--- config.mk ---
export PLATFORM = sky130hd
export DESIGN_NAME = bus_arbiter
export DESIGN_NICKNAME = d
export VERILOG_FILES = /design/src/rtl/bus_arbiter.sv
export SDC_FILE = /design/constraint.sdc
export NUM_CORES = 1
export LEC_CHECK = 0
export CAP_MARGIN = 20
export CORE_AREA = 5 5 53 55
export DETAILED_ROUTE_END_ITERATION = 16
export DIE_AREA = 0 0 58 60
export GPL_TIMING_DRIVEN = 0
export PLACE_DENSITY_LB_ADDON = 0.1
export SLEW_MARGIN = 25
export SYNTH_ARGS = -nofsm -noshare
export SYNTH_HDL_FRONTEND = slang
export SYNTH_SLANG_ARGS = --single-unit
--- constraint.sdc ---
create_clock -name clock -period 5 [get_ports clock]
set_clock_uncertainty 0.05 [all_clocks]
set_input_delay 1.5 -clock clock [delete_from_list [all_inputs] [get_ports clock]]
set_output_delay 1.5 -clock clock [all_outputs]
set_load 0.01 [all_outputs]
--- src/rtl/bus_arbiter.sv ---
// CPU / 8237 DMA bus ownership arbiter with dead-clock handovers and a
// post-DMA CPU starvation guard. All outputs are registered Moore decodes.
module bus_arbiter #(
    parameter int unsigned handover_clocks = 2,
    parameter int unsigned min_cpu_clocks  = 4
) (
    input  logic clock,
    input  logic reset,
    input  logic dma_hold_request,
    input  logic cpu_cycle_idle,
    input  logic cpu_lock_n,
    output logic cpu_hold,
    output logic dma_hold_acknowledge,
    output logic address_enable_n,
    output logic dma_owner
);

    localparam int unsigned CNT_W = 8;
    localparam int unsigned ST_W  = 3;

    localparam logic [ST_W-1:0] S_CPU_OWN     = 3'd0;
    localparam logic [ST_W-1:0] S_CPU_RELEASE = 3'd1;
    localparam logic [ST_W-1:0] S_HANDOVER    = 3'd2;
    localparam logic [ST_W-1:0] S_DMA_OWN     = 3'd3;
    localparam logic [ST_W-1:0] S_RETURN      = 3'd4;

    localparam logic [CNT_W-1:0] HO_LOAD    = CNT_W'(handover_clocks);
    localparam logic [CNT_W-1:0] GUARD_LOAD = CNT_W'(min_cpu_clocks);
    localparam logic [CNT_W-1:0] CNT_ONE    = CNT_W'(1);

    // Elaboration-time range check on the timing parameters.
    generate
        if (handover_clocks < 1 || handover_clocks > 255) begin : g_bad_ho
            $error("bus_arbiter: handover_clocks out of range 1..255");
        end
        if (min_cpu_clocks > 255) begin : g_bad_guard
            $error("bus_arbiter: min_cpu_clocks out of range 0..255");
        end
    endgenerate

    logic [ST_W-1:0]  r_state;
    logic [CNT_W-1:0] r_guard;
    logic [CNT_W-1:0] r_ho_cnt;
    logic             r_cpu_hold;
    logic             r_hlda;
    logic             r_aen_n;
    logic             r_owner;

    logic [ST_W-1:0]  w_next_state;
    logic [CNT_W-1:0] w_next_guard;
    logic [CNT_W-1:0] w_next_ho_cnt;
    logic             w_next_cpu_hold;
    logic             w_next_hlda;
    logic             w_next_aen_n;
    logic             w_next_owner;
    logic             w_ho_expired;

    // A count of 0 is treated as expiry too, so a corrupted counter cannot wedge the FSM.
    assign w_ho_expired = (r_ho_cnt <= CNT_ONE);

    always_ff @(posedge clock) begin
        if (reset) begin
            r_state    <= S_CPU_OWN;
            r_guard    <= '0;
            r_ho_cnt   <= '0;
            r_cpu_hold <= 1'b0;
            r_hlda     <= 1'b0;
            r_aen_n    <= 1'b0;
            r_owner    <= 1'b0;
        end else begin
            r_state    <= w_next_state;
            r_guard    <= w_next_guard;
            r_ho_cnt   <= w_next_ho_cnt;
            r_cpu_hold <= w_next_cpu_hold;
            r_hlda     <= w_next_hlda;
            r_aen_n    <= w_next_aen_n;
            r_owner    <= w_next_owner;
        end
    end

    always_comb begin
        w_next_state    = r_state;
        w_next_guard    = r_guard;
        w_next_ho_cnt   = r_ho_cnt;
        w_next_cpu_hold = 1'b0;
        w_next_hlda     = 1'b0;
        w_next_aen_n    = 1'b0;
        w_next_owner    = 1'b0;

        case (r_state)
            S_CPU_OWN: begin
                if (r_guard != '0) begin
                    w_next_guard = r_guard - CNT_ONE;
                end else if (dma_hold_request) begin
                    w_next_state = S_CPU_RELEASE;
                end
            end
            S_CPU_RELEASE: begin
                if (!dma_hold_request) begin
                    w_next_state = S_CPU_OWN;
                end else if (cpu_cycle_idle && cpu_lock_n) begin
                    w_next_state  = S_HANDOVER;
                    w_next_ho_cnt = HO_LOAD;
                end
            end
            S_HANDOVER: begin
                // Never aborted mid-count; a withdrawn request is seen only at expiry.
                if (w_ho_expired) begin
                    if (dma_hold_request) begin
                        w_next_state = S_DMA_OWN;
                    end else begin
                        w_next_state  = S_RETURN;
                        w_next_ho_cnt = HO_LOAD;
                    end
                end else begin
                    w_next_ho_cnt = r_ho_cnt - CNT_ONE;
                end
            end
            S_DMA_OWN: begin
                if (!dma_hold_request) begin
                    w_next_state  = S_RETURN;
                    w_next_ho_cnt = HO_LOAD;
                end
            end
            S_RETURN: begin
                if (w_ho_expired) begin
                    w_next_state = S_CPU_OWN;
                    w_next_guard = GUARD_LOAD;
                end else begin
                    w_next_ho_cnt = r_ho_cnt - CNT_ONE;
                end
            end
            default: begin
                w_next_state  = S_CPU_OWN;
                w_next_guard  = '0;
                w_next_ho_cnt = '0;
            end
        endcase

        // Outputs are decoded from the state being entered so they flip with it.
        case (w_next_state)
            S_CPU_RELEASE: begin
                w_next_cpu_hold = 1'b1;
            end
            S_HANDOVER, S_RETURN: begin
                w_next_cpu_hold = 1'b1;
                w_next_aen_n    = 1'b1;
                w_next_owner    = 1'b1;
            end
            S_DMA_OWN: begin
                w_next_cpu_hold = 1'b1;
                w_next_hlda     = 1'b1;
                w_next_aen_n    = 1'b1;
                w_next_owner    = 1'b1;
            end
            default: begin
                w_next_cpu_hold = 1'b0;
                w_next_hlda     = 1'b0;
                w_next_aen_n    = 1'b0;
                w_next_owner    = 1'b0;
            end
        endcase
    end

    assign cpu_hold             = r_cpu_hold;
    assign dma_hold_acknowledge = r_hlda;
    assign address_enable_n     = r_aen_n;
    assign dma_owner            = r_owner;

endmodule
Fig. 1: run 1, PDN straps and rails
Pins as bars on the die edge.
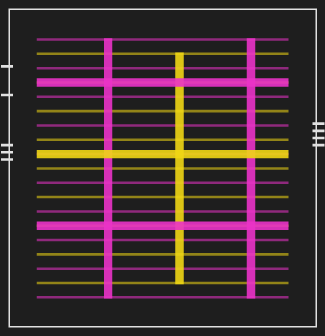
- VDD: yellow
- VSS: magenta
- met1 rails: 19
- signal pins: 9

Fig. 2: run 1, M3 wires
The bar under the picture is 20 µm long. Cells faint in the background.
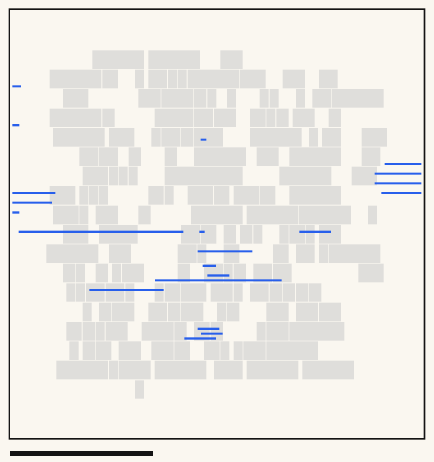
- longest straight run: 22.8 µm
- wire length on this layer: 112 µm

Fig. 3: run 1, metal 1
The bar under the picture is 20 µm long. Supply wires on this layer in gray.
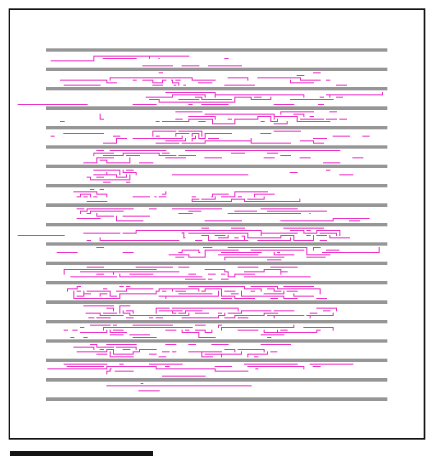
- wire length on this layer: 1,340 µm
- nets with wire on the layer: 157
- longest straight run: 21.6 µm

==> impl_metrics.json, run 1 <==
{
  "max-slew-margin-rel_pct": 66.6,
  "setup_tns_ns": 0,
  "fin_crit_sh_pct": 60.3,
  "viasPerCell": 5.90,
  "buffers": 13,
  "synthFlopType": "dfxtp_1",
  "met2_length_um": 1230,
  "end_kind": "register",
  "setup_viol": 0,
  "drcViolationCount": 0,
  "nNonClkInverters": 8,
  "via_count": 1156,
  "holdCritStartpoint": "r_guard[7]",
  "yosys_area_um2": 1290,
  "syn_avg_cell_area_um2": 8.34,
  "grt_pass1_vias": 1120,
  "synth.top_cell.area_share_pct": 34.1,
  "cp.arrival_ns": 3.19,
  "crit_slowest_cell": "clkdlybuf4s50_1",
  "place_area_um2": 1400,
  "root_buffer": "clkbuf_4",
  "core_um2": 2340,
  "n_tap_cell": 30,
  "met3_length_um": 112,
  "fin_nets": 175,
  "ys_ff": 22,
  "grt_usage_pct": 17.7,
  "yosysUniqueCellTypes": 51,
  "synth_nets": 163,
  "edf_count": 0,
  "drive_gt1_share_pct": 10.2,
  "lay_top_cells": "22 x dfxtp_1, 17 x nand2_1, 15 x nor2_1",
  "critical_path_class": "primary input to register",
  "top_layer": "met4",
  "min_period_ns": 3.02,
  "cts_setup_buffers": 0,
  "grt_pass1_wl_um": 4790,
  "die_x_um": 58,
  "h-tree-depth": 1,
  "flop_area_um2": 440,
  "grt_max_degree": 14,
  "startpoint_type": "primary input",
  "fmaxAchievable_mhz": 332,
  "totalPowerFinal_uw": 589,
  "die-area_um2": 3480,
  "rsz0062_at_grt": "no",
  "synthCells": 155,
  "crit_family": "AND-OR/OR-AND gates",
  "clock_area_share_pct": 3.62,
  "outcome": "complete, no violations",
  "hold_buffers": 0,
  "clock_latency_ns": 0.32,
  "cp_max_fo": 7,
  "antenna_found_initial": 0,
  "clockBufferCount": 3,
  "sh_comb_area_pct": 54.1,
  "p_leak_nw": 0.576,
  "multiInputCombCellCount": 119,
  "grt.busiest_layer": "met2",
  "buffer_area_share_pct": 7.32,
  "cts_resized": 0,
  "fin_util_pct": 62.0
}
-- run 1: cell usage after synthesis (all sizes together) (4+ instances only) --
library cell   n
a211oi         4
a21oi          7
buf            4
dfxtp         22
inv            8
nand2         17
nor2          15
nor3           7
nor4           4
o21ai          9
-- run 1: path summary, 6_finish.rpt --
check	end	slack [ns]	cells past startpoint
worst min register to register	r_guard[7]	0.44	2
worst max register to register	r_ho_cnt[3]	2.72	8
worst max-delay path	r_ho_cnt[3]	1.98	6
worst min-delay path	r_guard[7]	0.44	2
-- run 1: per-stage QoR --
stage                     hold WS (ns)  instances
final                            0.439        196
after global routing             0.453        196
after global placement           0.411        192
after floorplan                  0.397        155
after detailed placement         0.426        192
after CTS                        0.443        196
-- run 1: state kept, by name, indices dropped and copies added, names as in the netlist --
signal                flops
dma_owner                 1
dma_hold_acknowledge      1
cpu_hold                  1
r_ho_cnt                  8
r_guard                   8
r_state                   3
-- run 1: logic make-up after synthesis --
family	Yosys count	synth area share, %
buffers and inverters	14	5.13
DFF	22	34.1
AOI/OAI and AO/OA	45	26.3
adders and majority gates	3	2.90
and+or+nand+nor	66	28.2
xor gates and xnor gates	5	3.39
-- run 1: worst register-to-register path, delay by kind of cell, from the launching register on --
kind | cells | cell delay, ns
DFF | 1 | 0.43
and+or+nand+nor | 3 | 0.70
adders and majority gates | 1 | 0.24
AOI/OAI and AO/OA | 2 | 0.52
buffers and inverters | 2 | 0.24
-- run 1: report_power, final --
group / leakage (nW) / internal (mW) / switching (mW) / total, mW
registers: 0.179 / 0.208 / 0.0288 / 0.237
clock network: 0.0279 / 0.0810 / 0.0583 / 0.139
logic: 0.369 / 0.101 / 0.112 / 0.213
total: 0.576 / 0.390 / 0.199 / 0.589
Fig. 4: run 1, gate-type map
The bar under the picture is 20 µm long.
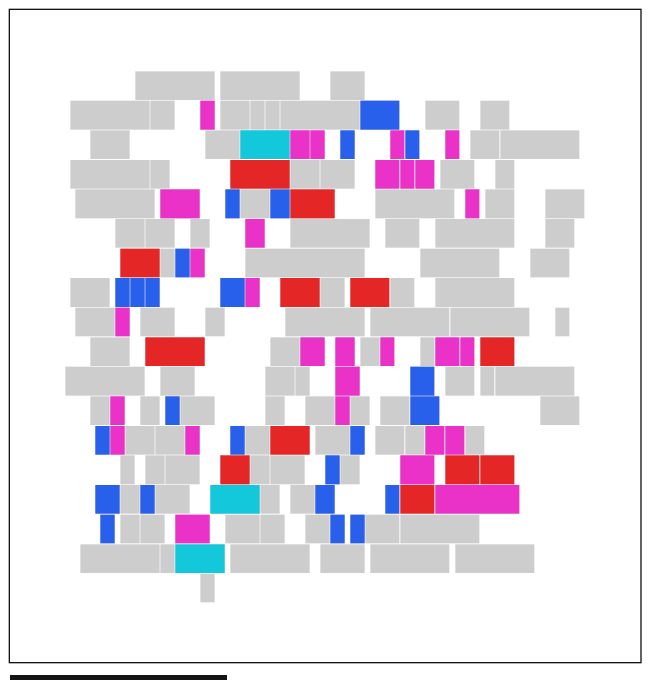

--- run 2 (diff from run 1) ---
--- a/config.mk
+++ b/config.mk
@@ -6,9 +6,9 @@
 export NUM_CORES = 1
 export LEC_CHECK = 0
 export CAP_MARGIN = 20
-export CORE_AREA = 5 5 53 55
+export CORE_AREA = 5 5 57 59
 export DETAILED_ROUTE_END_ITERATION = 16
-export DIE_AREA = 0 0 58 60
+export DIE_AREA = 0 0 62 64
 export GPL_TIMING_DRIVEN = 0
 export PLACE_DENSITY_LB_ADDON = 0.1
 export SLEW_MARGIN = 25
==> constraint.sdc (replaced) <==
create_clock -name clock -period 2.6 [get_ports clock]
set_clock_uncertainty 0.05 [all_clocks]
set_input_delay 0.78 -clock clock [delete_from_list [all_inputs] [get_ports clock]]
set_output_delay 0.78 -clock clock [all_outputs]
set_load 0.01 [all_outputs]
Fig. 5: run 2, gate-type map
The bar under the picture is 20 µm long.
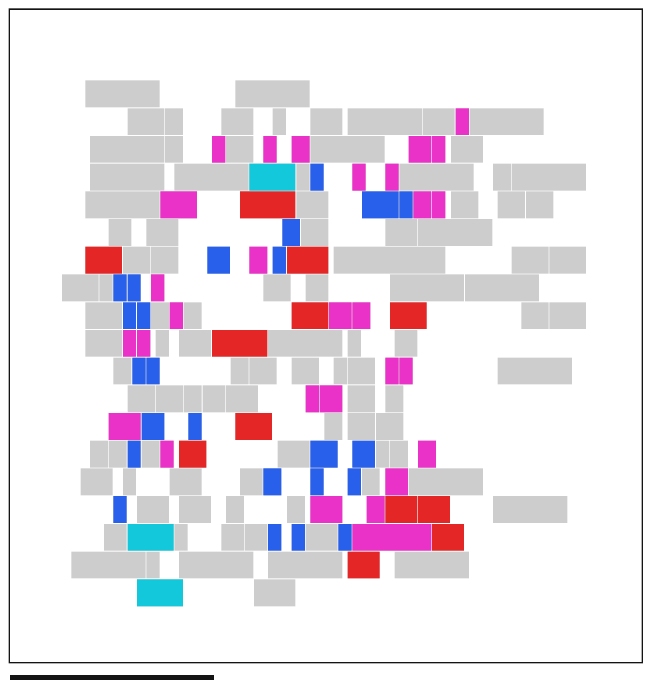
- fa/ha/maj cells: cyan (cells 3; most used ha_1)
- non-inverting ao/oa cells: red (cells 12)
- nor cells: magenta (cells 29; most used nor2_1)
- nand cells: blue (cells 24; most used nand2_1)

==> impl_metrics.json, run 2 <==
{
  "outcome": "complete, no violations",
  "max-slew-margin-rel_pct": 67.8,
  "h-tree-depth": 1,
  "drcViolationCount": 0,
  "syn_avg_cell_area_um2": 8.34,
  "reg.largest.list": "r_guard x8, r_ho_cnt x8, r_state x3",
  "die_x_um": 62,
  "critPathBufInv": 2,
  "root_buffer": "clkbuf_4",
  "core_um2": 2660,
  "synthFlopType": "dfxtp_1",
  "grt_pass1_wl_um": 4690,
  "cts_setup_buffers": 0,
  "synthMostInstantiatedCell": "dfxtp_1",
  "rsz0062_at_grt": "no",
  "hold_buffers": 0,
  "ys_ff": 22,
  "ys_sh_mux_pct": 0,
  "setup_tns_ns": 0,
  "synth-async-reset-ratio_pct": 0,
  "crit_family": "simple AND/OR/NAND/NOR gates",
  "min_period_ns": 2.33,
  "grt_pass1_vias": 1059,
  "xor_share_pct": 3.39,
  "ys_sh_simple_pct": 28.2,
  "synth_nets": 163,
  "yosysUniqueCellTypes": 51,
  "grt_max_degree": 14,
  "common_cells": "22 x dfxtp_1, 17 x nand2_1, 15 x nor2_1",
  "flop_area_um2": 440,
  "totalPowerFinal_mw": 1.13,
  "grt_usage_pct": 15.3,
  "fin_nets": 175,
  "drive_gt1_share_pct": 10.2,
  "ys_sh_aoi_pct": 26.3,
  "cp.arrival_ns": 2.50,
  "yosys_area_um2": 1290,
  "clockBufferDepth": 2,
  "cts_resized": 0,
  "antenna_found_initial": 0,
  "clock_latency_ns": 0.31,
  "viasPerCell": 6.11,
  "synth.top_cell.area_share_pct": 34.1,
  "setup_viol": 0,
  "p_leak_nw": 0.576,
  "via_count": 1203,
  "topCombFamilyByArea": "simple AND/OR/NAND/NOR gates",
  "cp_max_fo": 10,
  "fin_crit_sh_pct": 89.8,
  "ir_worst_vdd_v": 0.000788,
  "fmaxAchievable_mhz": 428,
  "fin_util_pct": 54.6,
  "cts_buffers": 3,
  "lay_top_cells": "22 x dfxtp_1, 17 x nand2_1, 15 x nor2_1",
  "place_area_um2": 1400,
  "die-area_um2": 3970,
  "crit_slowest_cell": "dfxtp_1",
  "end_kind": "register",
  "edf_count": 0,
  "ys_sh_adder_pct": 2.90,
  "drtIter0Drc": 57,
  "critical_path_class": "register to register",
  "drt_wl_total_um": 2850,
  "startpoint_type": "register",
  "synthCells": 155,
  "nFillCells": 255
}
-- run 2: cell counts in the layout (fill, tap and decap cells not counted) --
No cell type changed its count.
-- run 2: kinds of logic after synthesis --
family                   after synthesis
AND-OR/OR-AND                         45
XOR/XNOR                               5
adder cells (fa/ha/maj)                3
buffers and inverters                 14
flip-flops                            22
AND/OR/NAND/NOR                       66
-- run 2: per-layer routing --
metal	vias to the layer above	wire [µm]	share of wire (%)	global-route usage [%]
li1	595	-	-	-
met1	564	1350	47	22.1
met2	40	1290	45	22.5
met3	4	176	6.2	2.82
met4	0	34	1.2	5.04
met5	-	0	0	0
-- run 2: tightest hold or removal path, cell delays in order, from the launching register on --
cell and delay (ns):
dfxtp_1 0.34, o31ai_1 0.06, a21oi_1 0.06
-- run 2: area by class of cell --
| type | count | area share (%) |
|---|---|---|
| multi-input cells | 119 | 54.0 |
| flip-flops and latches | 22 | 30.3 |
| repair buffers | 7 | 4.82 |
| well taps | 31 | 2.67 |
| plain buffers | 6 | 2.50 |
| clock inverters | 1 | 2.07 |
| inverters | 8 | 2.07 |
| clock buffers | 3 | 1.55 |
-- run 2: metrics by stage --
step	cells	hold WS [ns]
CTS	197	0.441
global placement	193	0.408
global route	197	0.472
floorplan	155	0.397
finish	197	0.440
detailed placement	193	0.421
-- run 2: path summary, 6_finish.rpt --
path | startpoint | slack, ns | cells after the start | to
setup / recovery | r_ho_cnt[0] | 0.27 | 8 | r_ho_cnt[3]
hold reg to reg | r_guard[7] | 0.44 | 2 | r_guard[7]
hold / removal | r_guard[7] | 0.44 | 2 | r_guard[7]
setup reg to reg | r_ho_cnt[0] | 0.27 | 8 | r_ho_cnt[3]
-- run 2: power by group --
group | internal [mW] | switching (mW)
registers | 0.400 | 0.0543
clock network | 0.156 | 0.112
logic | 0.195 | 0.212
total | 0.751 | 0.378
No activity file was given, so power comes from the tool's default toggle rates.
